pins.png
Drawn at 8 px/µm. Pins as bars across the die edge, other pins in grey.
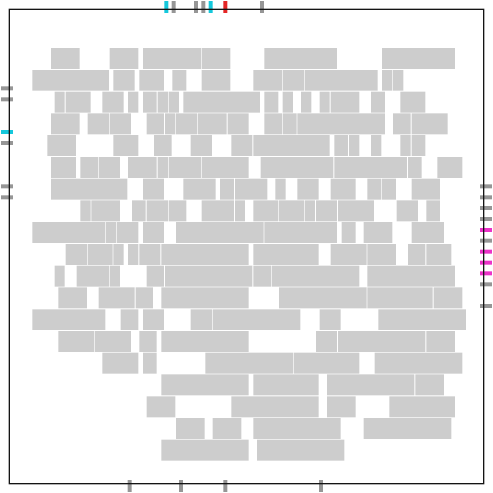
metal_stack.png
Drawn at 8 px/µm. Only two layers are drawn.
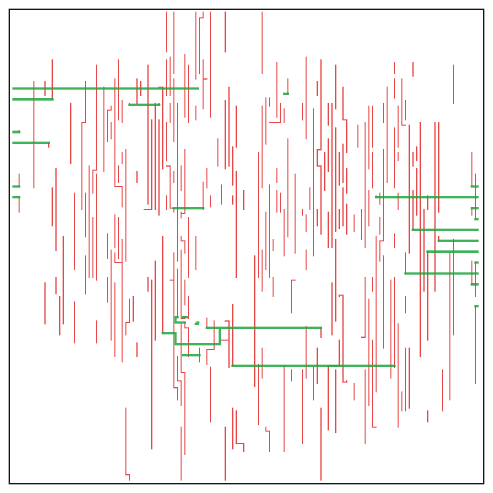
**src/rtl/bp_table_scheduler.sv**
```systemverilog
// Shares the single branch-predictor table port between fetch lookups, queued execute updates and a clear sweep.
// Optional starvation guard for queued updates: define BP_STARVE_GUARD_EN.
module bp_table_scheduler #(
    parameter int IDX_WIDTH    = 4,
    parameter int FIFO_DEPTH   = 4,
    parameter int STARVE_LIMIT = 8
) (
    input  logic                            clk,
    input  logic                            rst,
    input  logic                            flush_req,
    input  logic                            lkp_req,
    input  logic [IDX_WIDTH-1:0]            lkp_idx,
    output logic                            lkp_gnt,
    input  logic                            upd_valid,
    input  logic [IDX_WIDTH-1:0]            upd_idx,
    input  logic                            upd_taken,
    output logic                            upd_ready,
    output logic [$clog2(FIFO_DEPTH):0]     upd_count,
    output logic                            tbl_en,
    output logic                            tbl_we,
    output logic                            tbl_clr,
    output logic [IDX_WIDTH-1:0]            tbl_idx,
    output logic                            tbl_taken,
    output logic                            init_busy
);

    localparam int PW = $clog2(FIFO_DEPTH);
    localparam int CW = PW + 1;

    typedef enum logic {INIT = 1'b0, RUN = 1'b1} state_t;

    state_t               state, next_state;
    logic [IDX_WIDTH-1:0] sweep_cnt;
    logic [IDX_WIDTH-1:0] fifo_idx   [FIFO_DEPTH];
    logic                 fifo_taken [FIFO_DEPTH];
    logic [PW-1:0]        wr_ptr, rd_ptr;
    logic [CW-1:0]        count;
    logic                 full, empty, push, pop, starve_hit;

    assign full      = (count == CW'(FIFO_DEPTH));
    assign empty     = (count == '0);
    assign upd_count = count;
    // Update handshake: an entry transfers in any cycle where upd_valid && upd_ready;
    // upd_ready reflects current occupancy only, so a same-cycle pop never frees a slot.
    assign push      = upd_valid && upd_ready;

`ifdef BP_STARVE_GUARD_EN
    logic [7:0] starve_cnt;

    assign starve_hit = !empty && (starve_cnt == 8'(STARVE_LIMIT));

    always_ff @(posedge clk or negedge rst) begin
        if (!rst) begin
            starve_cnt <= '0;
        end else if (flush_req || pop || empty) begin
            starve_cnt <= '0;
        end else if (lkp_gnt && (starve_cnt != 8'hFF)) begin
            starve_cnt <= starve_cnt + 8'd1;
        end
    end
`else
    assign starve_hit = 1'b0;
`endif

    always_ff @(posedge clk or negedge rst) begin
        if (!rst) begin
            state <= INIT;
        end else if (flush_req) begin
            state <= INIT;
        end else begin
            state <= next_state;
        end
    end

    always_comb begin
        next_state = state;
        lkp_gnt    = 1'b0;
        upd_ready  = 1'b0;
        pop        = 1'b0;
        tbl_en     = 1'b0;
        tbl_we     = 1'b0;
        tbl_clr    = 1'b0;
        tbl_idx    = '0;
        tbl_taken  = 1'b0;
        init_busy  = 1'b0;
        case (state)
            INIT: begin
                init_busy = 1'b1;
                tbl_en    = 1'b1;
                tbl_we    = 1'b1;
                tbl_clr   = 1'b1;
                tbl_idx   = sweep_cnt;
                if (sweep_cnt == {IDX_WIDTH{1'b1}}) begin
                    next_state = RUN;
                end
            end
            RUN: begin
                upd_ready = !full;
                if (full || starve_hit) begin
                    pop = 1'b1;
                end else if (lkp_req) begin
                    lkp_gnt = 1'b1;
                    tbl_en  = 1'b1;
                    tbl_idx = lkp_idx;
                end else if (!empty) begin
                    pop = 1'b1;
                end
                if (pop) begin
                    tbl_en    = 1'b1;
                    tbl_we    = 1'b1;
                    tbl_idx   = fifo_idx[rd_ptr];
                    tbl_taken = fifo_taken[rd_ptr];
                end
            end
            default: next_state = INIT;
        endcase
    end

    // Sweep counter wraps to 0 on its last step, which is also the RUN entry point.
    always_ff @(posedge clk or negedge rst) begin
        if (!rst) begin
            sweep_cnt <= '0;
            wr_ptr    <= '0;
            rd_ptr    <= '0;
            count     <= '0;
        end else if (flush_req) begin
            sweep_cnt <= '0;
            wr_ptr    <= '0;
            rd_ptr    <= '0;
            count     <= '0;
        end else begin
            if (state == INIT) begin
                sweep_cnt <= sweep_cnt + IDX_WIDTH'(1);
            end
            if (push) begin
                wr_ptr <= wr_ptr + PW'(1);
            end
            if (pop) begin
                rd_ptr <= rd_ptr + PW'(1);
            end
            if (push && !pop) begin
                count <= count + CW'(1);
            end else if (pop && !push) begin
                count <= count - CW'(1);
            end
        end
    end

    always_ff @(posedge clk) begin
        if (push && !flush_req) begin
            fifo_idx[wr_ptr]   <= upd_idx;
            fifo_taken[wr_ptr] <= upd_taken;
        end
    end

endmodule

```
**config.mk**
```make
export PLATFORM = sky130hd
export DESIGN_NAME = bp_table_scheduler
export DESIGN_NICKNAME = d
export VERILOG_FILES = /design/src/rtl/bp_table_scheduler.sv
export SDC_FILE = /design/constraint.sdc
export NUM_CORES = 1
export LEC_CHECK = 0
export CORE_MARGIN = 2
export CORE_UTILIZATION = 51
export DETAILED_ROUTE_END_ITERATION = 10
export PLACE_DENSITY = 0.78
export SETUP_SLACK_MARGIN = 0.4
export SKIP_LAST_GASP = 1
export SYNTH_ARGS = -nofsm -noshare
export SYNTH_HDL_FRONTEND = slang
export SYNTH_SLANG_ARGS = --single-unit
export TNS_END_PERCENT = 10
```
**constraint.sdc**
```tcl
create_clock -name clk -period 2.4 [get_ports clk]
set_input_delay 0.48 -clock clk [delete_from_list [all_inputs] [get_ports clk]]
set_output_delay 0.48 -clock clk [all_outputs]
set_load 0.02 [all_outputs]
```
==> flow_summary.yaml <==
# implementation run metrics
power_and_ir_drop:
  power_density_nw_per_um2: 532
  power_mw: 1.07
  ir_drop_mv: 0.401
  leakagePower_nw: 0.786
clock_tree:
  clkTransAtPathRegs_ns: 0.10
  insertion_delay_ns: 0.33
  cts_sinks: 32
  max-clock-path-buffers: 2
  cts_hold_buf: 0
  cts_tree: "yes"
  cts_max_level: 2
  cts_made_buffers: 5
  cts-root-buf: "clkbuf_4"
finish:
  lay_top_count: "edfxtp_1"
  fin_nets: 178
  final_cell_mix: "edfxtp_1 (20), clkdlybuf4s50_1 (18), nor2_1 (13), buf_4 (12)"
  drive_gt1_share_pct: 27.0
  n_antenna_cell: 0
  final_area_um2: 2000
  area_delta_synth_final_pct: 29.4
timing:
  final_hold_viol_count: 0
  slew_viol_final: 0
  finalCriticalPeriod_ns: 2.32
  tightest_slew_ns: 0.565
  rsz0062_at_grt: "true"
  tns_ns: 0
  period_used_pct: 96.5
  setup_viol: 0
  slew_headroom_pct: 62.2
  fmax_mhz: 432
  skew_ns: 0.00808
  hold_slack_ns: 0.505
drt:
  drtIter0Drc: 34
  ant_nets: 0
  vias_per_cell: 5.58
  first_pass_iters: 4
  drc: 0
critical_path:
  required_ns: 1.92
  cp.arrival_ns: 1.84
  critPathCaptureType: "output port"
  crit_type: "register to output port"
  start_kind: "register"
  crit_fanout: 5
grt:
  grt_pass1_wl_mm: 4.98
  grt_pass1_vias: 1074
  met1_usage_pct: 23.8
  grt_start_max_net_pins: 14
  use_met2_pct: 34.1
  antenna_found_initial: 0
  busiest_layer: "met2"
  use_met3_pct: 4.15
  grt_overflow: 0
synthesis:
  flop_cell: "edfxtp_1"
  synth_area_leader_cell: "edfxtp_1"
  synthTopCellsByArea: "edfxtp_1 (39%), dfrtp_1 (19%), mux4_2 (7.3%)"
  synth-edff-count: 20
  top_area_share_pct: 38.8
  yosys_warnings: 0
  fp_nets: 139
  syn_avg_cell_area_um2: 13.0
  yosysUniqueCellTypes: 36
  syn_inst: 119
  postSynth.asyncResetShare_pct: 37.5
  ys_seq_share_pct: 58.2
  synth_area_um2: 1550
  ys_area_um2: 1550
  yosys_cells: 119
  ys_ff: 32
floorplanning:
  ioPinCount: 28
  rows: 19
  core_area_um2: 2830
  fp_util_pct: 54.8
  die_area_um2: 3490
placement:
  dp_hpwl_mm: 2.28
  gp_congestion: 0.873
  post_dp_cell_area_um2: 1910
status:
  status: "finished clean"
job:
  warning_count: 32
  drv_cap: 0
min_path:
  min_path_type: "primary input to async pin"
Back to the opening pictures, pins.png:
[cyan] upd_count | pins: 3 | direction: output | edge: 2 north, 1 west
[red] tbl_clr | pins: 1 | direction: output | edge: north
[magenta] lkp_idx | pins: 4 | direction: input | edge: east
all pins by edge: 11 east, 7 north, 6 west, 4 south
port bufs: 27
Die Ht: 59.1 µm
Die W: 59.1 µm

Back to the opening pictures, metal_stack.png:
[green] met3 | wire length: 135 µm
[red] met2 | wire length: 1570 µm
total wire length: 3.06 mm
All-Layer GR Usage: 20.2%
DR vias: 1061
DR WL/cell: 16.1 µm

## power by group
part,switching (mW),internal [mW]
Combinational,0.0328,0.0360
Clock,0.185,0.217
Sequential,0.00505,0.590
Total,0.223,0.843
## sequential cells by signal, indices dropped and copies added (netlist names)
register	count
fifo_idx	16
fifo_taken	4
rd_ptr	2
state	1
sweep_cnt	4
upd_count	3
wr_ptr	2
## cell type report
class | count | area, µm²
inverter | 8 | 30.0
timing repair buffer | 39 | 337
multi-input combinational | 72 | 613
fill | 215 | 825
clock inverter | 3 | 42.5
sequential | 32 | 906
clock buffer | 5 | 37.5
tap | 31 | 38.8
## timing repair
| item | CTS | global route |
|---|---|---|
| endpoints found under the setup margin | 12 | 13 |
| buffers inserted | 2 | 0 |
| pin swaps | 1 | 0 |
| gates resized | 31 | 3 |
## per-layer routing
layer | vias to the layer above | part of all wire (%)
met5 | - | 0
met2 | 32 | 51
met1 | 521 | 42
met3 | 6 | 4.4
li1 | 502 | -
met4 | 0 | 2.1
## Yosys cell counts, types with 2 or more instances
cell      count
a21oi_1       3
nand2_1       2
nor2_1       13
mux4_2        5
dfrtp_1      12
clkbuf_1      4
nand3_1       3
mux2i_1       2
and2_1        5
edfxtp_1     20
and3_1        2
a22oi_1       3
ha_1          5
xnor2_1       6
o21ai_0       4
nor2b_1       3
inv_1         8
## kinds of logic (layout without fill, tap and decap cells)
family	Yosys count	count (layout)	share of synthesized area, %
AND/OR/NAND/NOR	36	36	12.4
flip-flops	32	32	58.2
AND-OR/OR-AND	15	15	6.38
buffers and inverters	15	55	4.44
multiplexers	8	8	9.29
XOR/XNOR	7	7	3.96
adder cells (fa/ha/maj)	6	6	5.33
## metrics by stage
step	cells	setup WS (ns)	utilization, %
floorplan	119	0.337	-
global placement	180	-0.274	67.4
detailed placement	180	-0.313	67.4
CTS	190	0.0811	70.2
global route	190	0.0283	70.9
finish	190	0.0828	70.9
## final timing paths
path | cells after the start | slack (ns) | start | end
setup / recovery | 4 | 0.08 | upd_count[1]$_DFFE_PN0P_ | tbl_idx[0]
hold / removal | 1 | 0.51 | rst | upd_count[0]$_DFFE_PN0P_
setup reg to reg | 9 | 0.21 | upd_count[0]$_DFFE_PN0P_ | upd_count[2]$_DFFE_PN0P_
hold reg to reg | 2 | 0.58 | sweep_cnt[3]$_DFFE_PN0P_ | state$_DFF_PN0_
max in group asynchronous | 1 | 1.49 | rst | state$_DFF_PN0_
min in group clk | 2 | 0.58 | sweep_cnt[3]$_DFFE_PN0P_ | state$_DFF_PN0_
## worst max-delay path, cell delays in order (launching register included)
cell and delay, ns:
dfrtp_2 0.45, or3b_4 0.39, and3_4 0.21, a221o_1 0.33, buf_6 0.13
Power figures rest on the tool's default switching activity, not on a simulated workload.
